===== src/rtl/if_stage_pkg.sv =====
// Shared types and constants for the instruction-fetch stage.
package if_stage_pkg;

  localparam int unsigned XLEN       = 32;
  localparam int unsigned IMEM_SIZE  = 1024;
  localparam int unsigned IMEM_AW    = $clog2(IMEM_SIZE);
  localparam int unsigned ADDR_SHIFT = 2;

  localparam logic [XLEN-1:0] RESET_PC_DEFAULT = 32'h0000_0000;

  typedef logic [XLEN-1:0] inst_t;

  typedef struct packed {
    logic [XLEN-1:0] pc;
    inst_t           inst;
    logic            filled;
  } fetch_entry_t;

  // Instruction addresses are always word aligned
  function automatic logic [XLEN-1:0] align_pc(input logic [XLEN-1:0] pc);
    return pc & ~XLEN'(3);
  endfunction

endpackage


===== src/rtl/fetch_queue.sv =====
// In-order fetch buffer: entries are allocated at request time, filled by
// responses in request order and popped by decode.
module fetch_queue
  import if_stage_pkg::*;
#(
  parameter int unsigned QDEPTH = 4
) (
  input  logic                     clk,
  input  logic                     rst_n,
  input  logic                     flush,
  input  logic                     alloc_en,
  input  logic [XLEN-1:0]          alloc_pc,
  input  logic                     fill_en,
  input  inst_t                    fill_inst,
  input  logic                     pop_en,
  output fetch_entry_t             head_c,
  output logic [$clog2(QDEPTH):0]  free_cnt_c,
  output logic [$clog2(QDEPTH):0]  unfilled_cnt_c
);

  localparam int unsigned IW = $clog2(QDEPTH);
  localparam int unsigned PW = IW + 1;

  fetch_entry_t  entries [QDEPTH];
  logic [PW-1:0] alloc_ptr;
  logic [PW-1:0] fill_ptr;
  logic [PW-1:0] head_ptr;

  // Pointers carry one wrap bit so full and empty are distinguishable
  assign head_c         = entries[head_ptr[IW-1:0]];
  assign free_cnt_c     = PW'(QDEPTH) - (alloc_ptr - head_ptr);
  assign unfilled_cnt_c = alloc_ptr - fill_ptr;

  // Entry storage and pointer updates; flush drops everything outstanding
  always_ff @(posedge clk or negedge rst_n) begin
    if (!rst_n) begin
      alloc_ptr <= '0;
      fill_ptr  <= '0;
      head_ptr  <= '0;
      for (int unsigned i = 0; i < QDEPTH; i++) begin
        entries[IW'(i)] <= '0;
      end
    end else if (flush) begin
      alloc_ptr <= '0;
      fill_ptr  <= '0;
      head_ptr  <= '0;
      for (int unsigned i = 0; i < QDEPTH; i++) begin
        entries[IW'(i)].filled <= 1'b0;
      end
    end else begin
      if (alloc_en) begin
        entries[alloc_ptr[IW-1:0]].pc     <= alloc_pc;
        entries[alloc_ptr[IW-1:0]].filled <= 1'b0;
        alloc_ptr                         <= alloc_ptr + PW'(1);
      end
      if (fill_en) begin
        entries[fill_ptr[IW-1:0]].inst   <= fill_inst;
        entries[fill_ptr[IW-1:0]].filled <= 1'b1;
        fill_ptr                         <= fill_ptr + PW'(1);
      end
      if (pop_en) begin
        entries[head_ptr[IW-1:0]].filled <= 1'b0;
        head_ptr                         <= head_ptr + PW'(1);
      end
    end
  end

endmodule


===== src/rtl/if_stage.sv =====
// Instruction fetch: owns the PC, issues in-order IMEM reads, buffers the
// returned words and hands them to decode; redirects flush and discard.
module if_stage
  import if_stage_pkg::*;
#(
  parameter int unsigned     QDEPTH   = 4,
  parameter logic [XLEN-1:0] RESET_PC = RESET_PC_DEFAULT
) (
  input  logic               clk,
  input  logic               rst_n,
  output logic               imem_req_valid,
  input  logic               imem_req_ready,
  output logic [IMEM_AW-1:0] imem_addr,
  input  logic               imem_rsp_valid,
  input  logic [XLEN-1:0]    imem_rsp_data,
  input  logic               redirect_valid,
  input  logic [XLEN-1:0]    redirect_pc,
  output logic               id_valid,
  input  logic               id_ready,
  output inst_t              id_inst,
  output logic [XLEN-1:0]    id_pc
);

  localparam int unsigned CW = $clog2(QDEPTH) + 1;
  localparam int unsigned DW = $clog2(QDEPTH) + 2;

  logic [XLEN-1:0] pc;
  logic [DW-1:0]   discard_cnt;
  logic            fetch_en;
  fetch_entry_t    head;
  logic [CW-1:0]   free_cnt;
  logic [CW-1:0]   unfilled_cnt;
  logic            req_fire;
  logic            rsp_keep;
  logic            id_fire;

  // Handshake qualification; a redirect suppresses every transfer that cycle
  assign imem_req_valid = fetch_en & (free_cnt != '0) & ~redirect_valid;
  assign imem_addr      = IMEM_AW'(pc >> ADDR_SHIFT);
  assign req_fire       = imem_req_valid & imem_req_ready;
  assign rsp_keep       = imem_rsp_valid & ~redirect_valid & (discard_cnt == '0);
  assign id_valid       = head.filled & ~redirect_valid;
  assign id_fire        = id_valid & id_ready;
  assign id_inst        = head.inst;
  assign id_pc          = head.pc;

  fetch_queue #(
    .QDEPTH (QDEPTH)
  ) u_queue (
    .clk            (clk),
    .rst_n          (rst_n),
    .flush          (redirect_valid),
    .alloc_en       (req_fire),
    .alloc_pc       (pc),
    .fill_en        (rsp_keep),
    .fill_inst      (imem_rsp_data),
    .pop_en         (id_fire),
    .head_c         (head),
    .free_cnt_c     (free_cnt),
    .unfilled_cnt_c (unfilled_cnt)
  );

  // Fetch starts the cycle after reset is released
  always_ff @(posedge clk or negedge rst_n) begin
    if (!rst_n) fetch_en <= 1'b0;
    else        fetch_en <= 1'b1;
  end

  // PC: redirect wins, otherwise advance on each accepted request
  always_ff @(posedge clk or negedge rst_n) begin
    if (!rst_n)              pc <= RESET_PC;
    else if (redirect_valid) pc <= align_pc(redirect_pc);
    else if (req_fire)       pc <= pc + XLEN'(4);
  end

  // Count responses still owed to requests abandoned by a redirect
  always_ff @(posedge clk or negedge rst_n) begin
    if (!rst_n) begin
      discard_cnt <= '0;
    end else if (redirect_valid) begin
      discard_cnt <= discard_cnt + DW'(unfilled_cnt) - DW'(imem_rsp_valid);
    end else if (imem_rsp_valid && (discard_cnt != '0)) begin
      discard_cnt <= discard_cnt - DW'(1);
    end
  end

  // A kept response must land in an allocated, unfilled entry
  a_rsp_has_slot : assert property (@(posedge clk) disable iff (!rst_n)
    rsp_keep |-> (unfilled_cnt != '0))
    else $error("if_stage: IMEM response with no outstanding request");

endmodule


===== config.mk =====
export PLATFORM = sky130hd
export DESIGN_NAME = if_stage
export DESIGN_NICKNAME = d
export VERILOG_FILES = /design/src/rtl/if_stage_pkg.sv /design/src/rtl/fetch_queue.sv /design/src/rtl/if_stage.sv
export SDC_FILE = /design/constraint.sdc
export NUM_CORES = 1
export LEC_CHECK = 0
export CAP_MARGIN = 20
export CORE_MARGIN = 4
export CORE_UTILIZATION = 57
export DETAILED_ROUTE_END_ITERATION = 16
export GPL_TIMING_DRIVEN = 0
export PLACE_DENSITY_LB_ADDON = 0.15
export SYNTH_ARGS = -nofsm -noshare
export SYNTH_HDL_FRONTEND = slang
export SYNTH_SLANG_ARGS = --single-unit

===== constraint.sdc =====
create_clock -name clk -period 3.6 [get_ports clk]
set_input_delay 0.54 -clock clk [delete_from_list [all_inputs] [get_ports clk]]
set_output_delay 0.54 -clock clk [all_outputs]
set_load 0.03 [all_outputs]

Fig. 1: gate-type map
Scale: 2 px per um.
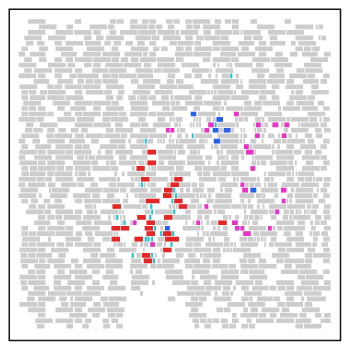
[AND-OR and OR-AND gates] blue | cells: 7
[adder and majority cells] red | cells: 27
[AND and OR gates] magenta | cells: 27
[inverters] cyan | cells: 24
combinational share of cell area: 35.9%
Post-Layout Cell Count: 1513
dominant logic cell type in the layout: sky130_fd_sc_hd__dfrtp_1

Fig. 2: a small window of the routed layout
Region (67, 67) to (97, 97) um. Cells in grey, sequential cells in the stronger grey; small squares are vias.
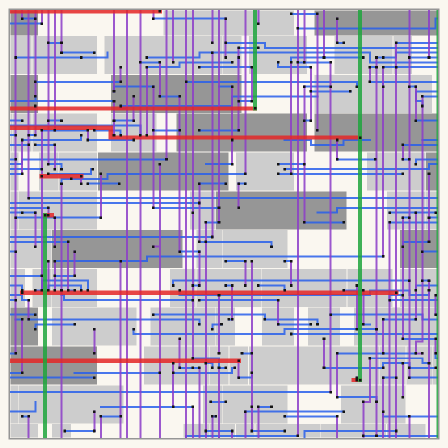
[met4] green
[met2] purple
[met1] blue
[met3] red
cells with their middle in the window: 54
netlist names of flops here include: u_queue.entries (6)
most frequent: ha_1 (8), dfrtp_1 (8), nand2_1 (5)
sequential cells in the window: 8

==> impl_metrics.tcl <==
# metrics dict for downstream scripts
set metrics [dict create \
    leading_cell_types_by_total_area_after_synthesis "sky130_fd_sc_hd__dfrtp_1 (53%), sky130_fd_sc_hd__mux2_2 (19%), sky130_fd_sc_hd__mux4_2 (10%)" \
    setup_total_negative_slack_ps 0 \
    detail_route.wirelength.met1_um 13400 \
    postSynthCellCount 985 \
    nonClockBufferCount 228 \
    flow.area_growth_from_synthesis_pct 21.4 \
    ys_area_sq_um 14000 \
    crit_path_top_delay_cell "sky130_fd_sc_hd__dfrtp_2" \
    core_ar_sq_um 24200 \
    fin_worst_skew_ps 9.59 \
    max_slew_margin_pct 49.6 \
    busiest_layer "met2" \
    globalRouteMet2Util_pct 41.2 \
    post_synth_xor_area_fraction_pct 1.86 \
    place_congestion 0.839 \
    nWellTaps 324 \
    worst_r2r_endpoint "u_queue.entries[63]" \
    synthAdderAreaFrac_pct 2.52 \
    run_status "complete, no violations" \
    setup_viol_count_final 0 \
    cts.sink_count 296 \
    antennaDiodeCount 0 \
    detail_route.vias_per_cell 5.85 \
    nClkBuffers 40 \
    grt.overflow.total 0 \
    use_met1_pct 32.8 \
    critical_path.endpoint "imem_req_valid" \
    postLayoutSetupSlackWorst_ps 139 \
    holdCritPathClass "input pin to register" \
    wl_met3_um 2060 \
]
report_power, final:
part,switching (mW),leakage (nW),internal (mW)
clock,1.31,0.521,1.93
combinational,1.46,3.31,1.49
sequential,0.330,3.92,3.91
registers in the layout, summed over array words and instances, names as in the netlist:
signal             cells
u_queue.entries      252
u_queue.alloc_ptr      3
u_queue.head_ptr       3
fetch_en               1
pc                    30
u_queue.fill_ptr       3
discard_cnt            4
cells by family (layout without fill, tap and decap cells):
group                      after synthesis  in the layout
other                                    2              3
and+or+nand+nor                        137            137
adders and majority gates               27             27
muxes                                  312            312
xor gates and xnor gates                28             28
buffers and inverters                  105            308
DFF                                    296            296
AOI/OAI and AO/OA                       78             78
metrics by stage:
step | utilization (%) | instance area, sq um | std cells
after floorplan | - | 14000 | 986
after global placement | 65.3 | 15800 | 1450
after detailed placement | 65.6 | 15900 | 1452
after CTS | 70.1 | 17000 | 1509
after global routing | 70.2 | 17000 | 1513
final | 70.2 | 17000 | 1513
worst register-to-register path: stages (launching register included):
cell	delay [ps]
sky130_fd_sc_hd__dfrtp_2	430
sky130_fd_sc_hd__buf_8	170
sky130_fd_sc_hd__buf_8	160
sky130_fd_sc_hd__inv_2	90
sky130_fd_sc_hd__ha_1	140
sky130_fd_sc_hd__inv_1	40
sky130_fd_sc_hd__ha_1	200
sky130_fd_sc_hd__xnor2_2	240
sky130_fd_sc_hd__xnor2_1	260
sky130_fd_sc_hd__a211oi_1	560
sky130_fd_sc_hd__buf_2	420
sky130_fd_sc_hd__mux2_2	390
timing repair:
| action | in CTS | in global routing |
|---|---|---|
| hold buffers | 1 | 0 |
| pin swaps | 0 | 3 |
| endpoints found under the setup margin | 207 | 7 |
| setup buffers | 0 | 4 |
| endpoints found under the hold margin | 78 | 0 |
| resized | 20 | 12 |
Power figures rest on the tool's default switching activity, not on a simulated workload.
